===== src/rtl/pipe_ctrl.sv =====
// Hazard and sequencing controller for the 5-stage pipeline: load-use stalls,
// EX-resolved redirects, data-memory waits with deferred redirect and timeout.
//
// state    | meaning
// ---------+-------------------------------------------------------------
// RUN      | normal flow; load-use, redirect and new memory waits handled
// MEM_WAIT | data memory busy; whole pipe frozen until i_mem_ready
module pipe_ctrl #(
    parameter int MEM_TIMEOUT = 64,
    parameter int CNT_W       = 32
) (
    input  logic             i_clk,
    input  logic             i_rst_n,
    input  logic [4:0]       i_id_rs1_addr,
    input  logic [4:0]       i_id_rs2_addr,
    input  logic [4:0]       i_ex_regd_addr,
    input  logic             i_ex_is_load,
    input  logic             i_ex_jump_en,
    input  logic [31:0]      i_ex_jump_addr,
    input  logic             i_mem_req,
    input  logic             i_mem_ready,
    output logic             o_pc_stall,
    output logic             o_if_id_stall,
    output logic             o_if_id_flush,
    output logic             o_id_ex_stall,
    output logic             o_id_ex_flush,
    output logic             o_ex_mem_stall,
    output logic             o_jump_en,
    output logic [31:0]      o_jump_addr,
    output logic [CNT_W-1:0] o_stall_cnt,
    output logic [CNT_W-1:0] o_flush_cnt,
    output logic             o_mem_err
);

    localparam int WAIT_W = $clog2(MEM_TIMEOUT + 1);

    typedef enum logic {RUN, MEM_WAIT} state_t;

    state_t            state, state_nxt;
    logic [WAIT_W-1:0] wait_cnt, wait_nxt;
    logic              pend_en, pend_en_nxt;
    logic [31:0]       pend_addr, pend_addr_nxt;
    logic [31:0]       last_addr;
    logic              mem_err, mem_err_nxt;
    logic [CNT_W-1:0]  stall_cnt, flush_cnt;
    logic              lu_hz, mw, apply_run;
    logic              pc_stall, if_id_stall, if_id_flush;
    logic              id_ex_stall, id_ex_flush, ex_mem_stall, jump_en;
    logic [31:0]       jump_tgt;

    assign lu_hz = i_ex_is_load & (i_ex_regd_addr != 5'd0) &
                   ((i_ex_regd_addr == i_id_rs1_addr) | (i_ex_regd_addr == i_id_rs2_addr));
    assign mw    = i_mem_req & ~i_mem_ready;

    always_comb begin
        state_nxt     = state;
        wait_nxt      = wait_cnt;
        pend_en_nxt   = pend_en;
        pend_addr_nxt = pend_addr;
        mem_err_nxt   = mem_err;
        pc_stall      = 1'b0;
        if_id_stall   = 1'b0;
        if_id_flush   = 1'b0;
        id_ex_stall   = 1'b0;
        id_ex_flush   = 1'b0;
        ex_mem_stall  = 1'b0;
        jump_en       = 1'b0;
        jump_tgt      = last_addr;
        apply_run     = 1'b0;

        case (state)
            RUN: begin
                if (mw) begin
                    pc_stall     = 1'b1;
                    if_id_stall  = 1'b1;
                    id_ex_stall  = 1'b1;
                    ex_mem_stall = 1'b1;
                    state_nxt    = MEM_WAIT;
                    wait_nxt     = WAIT_W'(1);
                    if (i_ex_jump_en) begin
                        pend_en_nxt   = 1'b1;
                        pend_addr_nxt = i_ex_jump_addr;
                    end
                end else begin
                    apply_run = 1'b1;
                end
            end
            MEM_WAIT: begin
                if (mw) begin
                    pc_stall     = 1'b1;
                    if_id_stall  = 1'b1;
                    id_ex_stall  = 1'b1;
                    ex_mem_stall = 1'b1;
                    if (wait_cnt < WAIT_W'(MEM_TIMEOUT))
                        wait_nxt = wait_cnt + WAIT_W'(1);
                    if (wait_nxt == WAIT_W'(MEM_TIMEOUT))
                        mem_err_nxt = 1'b1;
                end else begin
                    state_nxt = RUN;
                    wait_nxt  = '0;
                    // deferred redirect flushes the younger instructions, so lu_hz is moot
                    if (pend_en) begin
                        jump_en     = 1'b1;
                        jump_tgt    = pend_addr;
                        if_id_flush = 1'b1;
                        id_ex_flush = 1'b1;
                        pend_en_nxt = 1'b0;
                    end else begin
                        apply_run = 1'b1;
                    end
                end
            end
            default: state_nxt = RUN;
        endcase

        if (apply_run) begin
            if (i_ex_jump_en) begin
                jump_en     = 1'b1;
                jump_tgt    = i_ex_jump_addr;
                if_id_flush = 1'b1;
                id_ex_flush = 1'b1;
            end else if (lu_hz) begin
                pc_stall    = 1'b1;
                if_id_stall = 1'b1;
                id_ex_flush = 1'b1;
            end
        end
    end

    always_ff @(posedge i_clk or negedge i_rst_n) begin
        if (!i_rst_n) begin
            state     <= RUN;
            wait_cnt  <= '0;
            pend_en   <= 1'b0;
            pend_addr <= '0;
            last_addr <= '0;
            mem_err   <= 1'b0;
            stall_cnt <= '0;
            flush_cnt <= '0;
        end else begin
            state     <= state_nxt;
            wait_cnt  <= wait_nxt;
            pend_en   <= pend_en_nxt;
            pend_addr <= pend_addr_nxt;
            mem_err   <= mem_err_nxt;
            if (jump_en)
                last_addr <= jump_tgt;
            if (pc_stall)
                stall_cnt <= stall_cnt + CNT_W'(1);
            if (jump_en)
                flush_cnt <= flush_cnt + CNT_W'(1);
        end
    end

    // strobes are combinational from inputs, so hold them quiet while in reset
    assign o_pc_stall     = pc_stall     & i_rst_n;
    assign o_if_id_stall  = if_id_stall  & i_rst_n;
    assign o_if_id_flush  = if_id_flush  & i_rst_n;
    assign o_id_ex_stall  = id_ex_stall  & i_rst_n;
    assign o_id_ex_flush  = id_ex_flush  & i_rst_n;
    assign o_ex_mem_stall = ex_mem_stall & i_rst_n;
    assign o_jump_en      = jump_en      & i_rst_n;
    assign o_jump_addr    = i_rst_n ? jump_tgt : 32'd0;
    assign o_stall_cnt    = stall_cnt;
    assign o_flush_cnt    = flush_cnt;
    assign o_mem_err      = mem_err;

endmodule


===== config.mk =====
export PLATFORM = sky130hd
export DESIGN_NAME = pipe_ctrl
export DESIGN_NICKNAME = d
export VERILOG_FILES = /design/src/rtl/pipe_ctrl.sv
export SDC_FILE = /design/constraint.sdc
export NUM_CORES = 1
export LEC_CHECK = 0
export ABC_AREA = 1
export CORE_UTILIZATION = 47
export DETAILED_ROUTE_END_ITERATION = 10
export PLACE_DENSITY = 0.76
export SLEW_MARGIN = 0
export SYNTH_ARGS = -nofsm -noshare
export SYNTH_HDL_FRONTEND = slang
export SYNTH_SLANG_ARGS = --single-unit
export TNS_END_PERCENT = 1

===== constraint.sdc =====
create_clock -name i_clk -period 1.4 [get_ports i_clk]
set_input_delay 0.21 -clock i_clk [delete_from_list [all_inputs] [get_ports i_clk]]
set_output_delay 0.21 -clock i_clk [all_outputs]
set_load 0.01 [all_outputs]

**Cell placement**

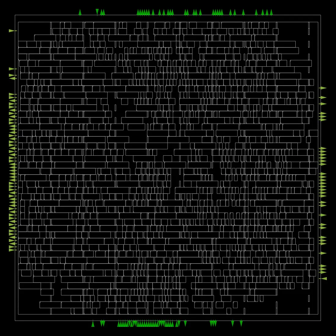
final core occ: 0.7427
Fillers: 1168
Non-Filler Instances: 1585

**Routed metal, one colour a layer**

Scale bar: 50 µm.
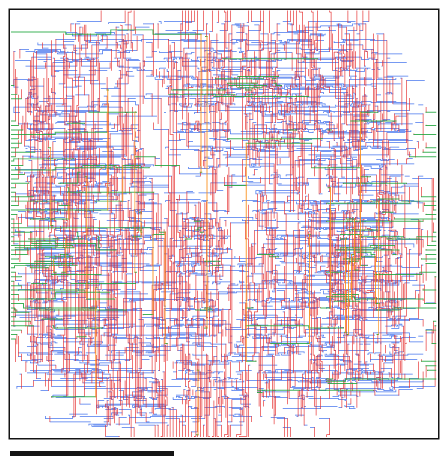
| colour | layer | wire length |
|---|---|---|
| blue | M1 | 10000 µm |
| red | M2 | 12600 µm |
| orange | M4 | 749 µm |
| green | M3 | 1640 µm |
total wire length: 25010 µm
via count: 8168
total track usage: 0.2967

**Nets reached from selected ports**

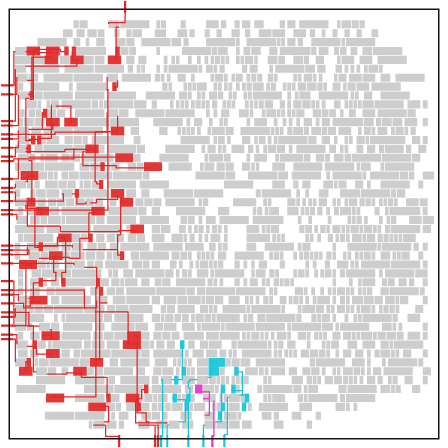
| colour | port | direction | end cells | buffers | wire |
|---|---|---|---|---|---|
| cyan | `i_ex_regd_addr` | input | 16 | 5 | 131 µm |
| magenta | `o_ex_mem_stall` | output | 1 | 1 | 24.6 µm |
| red | `i_ex_jump_addr` | input | 63 | 34 | 1150 µm |
I/O Pins: 157
Port Buffers: 156

**Pin placement**

Pins as bars across the die edge, other pins in grey.
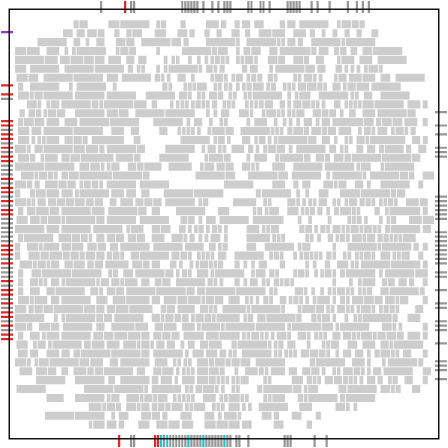
| colour | port | pins | direction | edge |
|---|---|---|---|---|
| cyan | `i_ex_regd_addr` | 5 | input | bottom |
| red | `i_ex_jump_addr` | 32 | input | 28 left, 3 bottom, 1 top |
| purple | `i_clk` | 1 | input | left |
all pins by edge: 54 left, 37 bottom, 33 top, 33 right

**Routed clock nets over the placement**

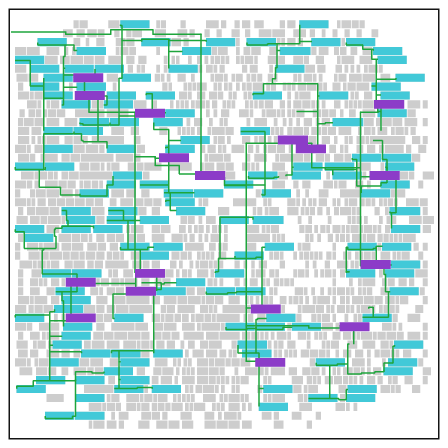
[green] clock wires | length: 1770 µm
[cyan] flip-flops | count: 138
[purple] clock-net drivers | count: 17
routed clock nets: 18
flops lie: spread over the die

==> flow_summary.yaml <==
# physical design summary
global_routing:
  top_usage_layer: "met2"
  use_met3: 0.07085
setup_path:
  crit_chain: "nand2_2 -> buf_6 -> nor2_4 -> buf_6 -> inv_8 -> buf_16 -> o211ai_1 -> a21oi_1 -> buf_2"
  cp_max_fo: 7
  timing.critical_path.buf_inv: 5
sta:
  hold_viol: 13
  finalWorstSetupSlack_ns: -0.8816
  whs_ns: -0.007106
  setup_viol: 133
  finalClockPeriodUsage: 1.630
  rsz0062_at_grt: "yes"
clock_network:
  cts_max_level: 4
  path_clk_slew_ns: 0.06
  cts_setup_buffers: 44
  clkLatencyLatePin_ns: 0.43
  cts_resized: 426
power_and_ir_drop:
  power_leader: "sequential cells"
  p_leak_nw: 5.963
  netSwitchingPower_mw: 4.084
  seqPwrFrac: 0.377
  clock_power_mw: 4.31
  pwr-share-clk: 0.326
  pg_comb_mw: 3.93
logic_synthesis:
  ys_seq_frac: 0.4425
  flop_cell: "dfrtp_1"
  ys_ff: 138
  synth-warning-count: 0
  xor_share: 0.04714
  top_cell: "nand2_1"
  async_reset_ff_frac: 1.000
  aoi_share: 0.06702
  synth-edff-count: 0
finish:
  flops: 138
  regArea_um2: 3458
  nMultiInputCombCells: 746
  diodes: 0
  drive_gt1_frac: 0.3543
run_status:
  status: "finished, violations left"
  violations: "hold timing, setup timing"
die:
  fp_util: 0.4860
  rows: 46
  taps: 216
placement:
  pre_cts_slack_ns: -1.022
route:
  top_layer: "met4"
job:
  maxCapViolCount: 0
[worst paths after layout]
path / start / end / slack (ns) / cells past startpoint
worst max-delay path: state / o_jump_addr[0] / -0.88 / 9
worst min-delay path: i_rst_n / o_mem_err / -0.007 / 2
worst max register to register: state / last_addr[28] / -0.86 / 15
worst min register to register: pend_addr[31] / pend_addr[31] / 0.49 / 2
max in group asynchronous: i_rst_n / last_addr[25] / 0.77 / 3
min in group i_clk: i_mem_req / state / 0.36 / 4
[metrics by stage]
step | hold slack (ns) | instance area [µm²] | std cells
final | -0.007106 | 11930 | 1585
after global routing | 0.08007 | 11930 | 1585
after CTS | 0.03524 | 11700 | 1580
after detailed placement | 0.2802 | 10830 | 1501
after floorplan | -0.08559 | 7958 | 1005
after global placement | 0.2773 | 10830 | 1501
Power figures rest on the tool's default switching activity, not on a simulated workload.
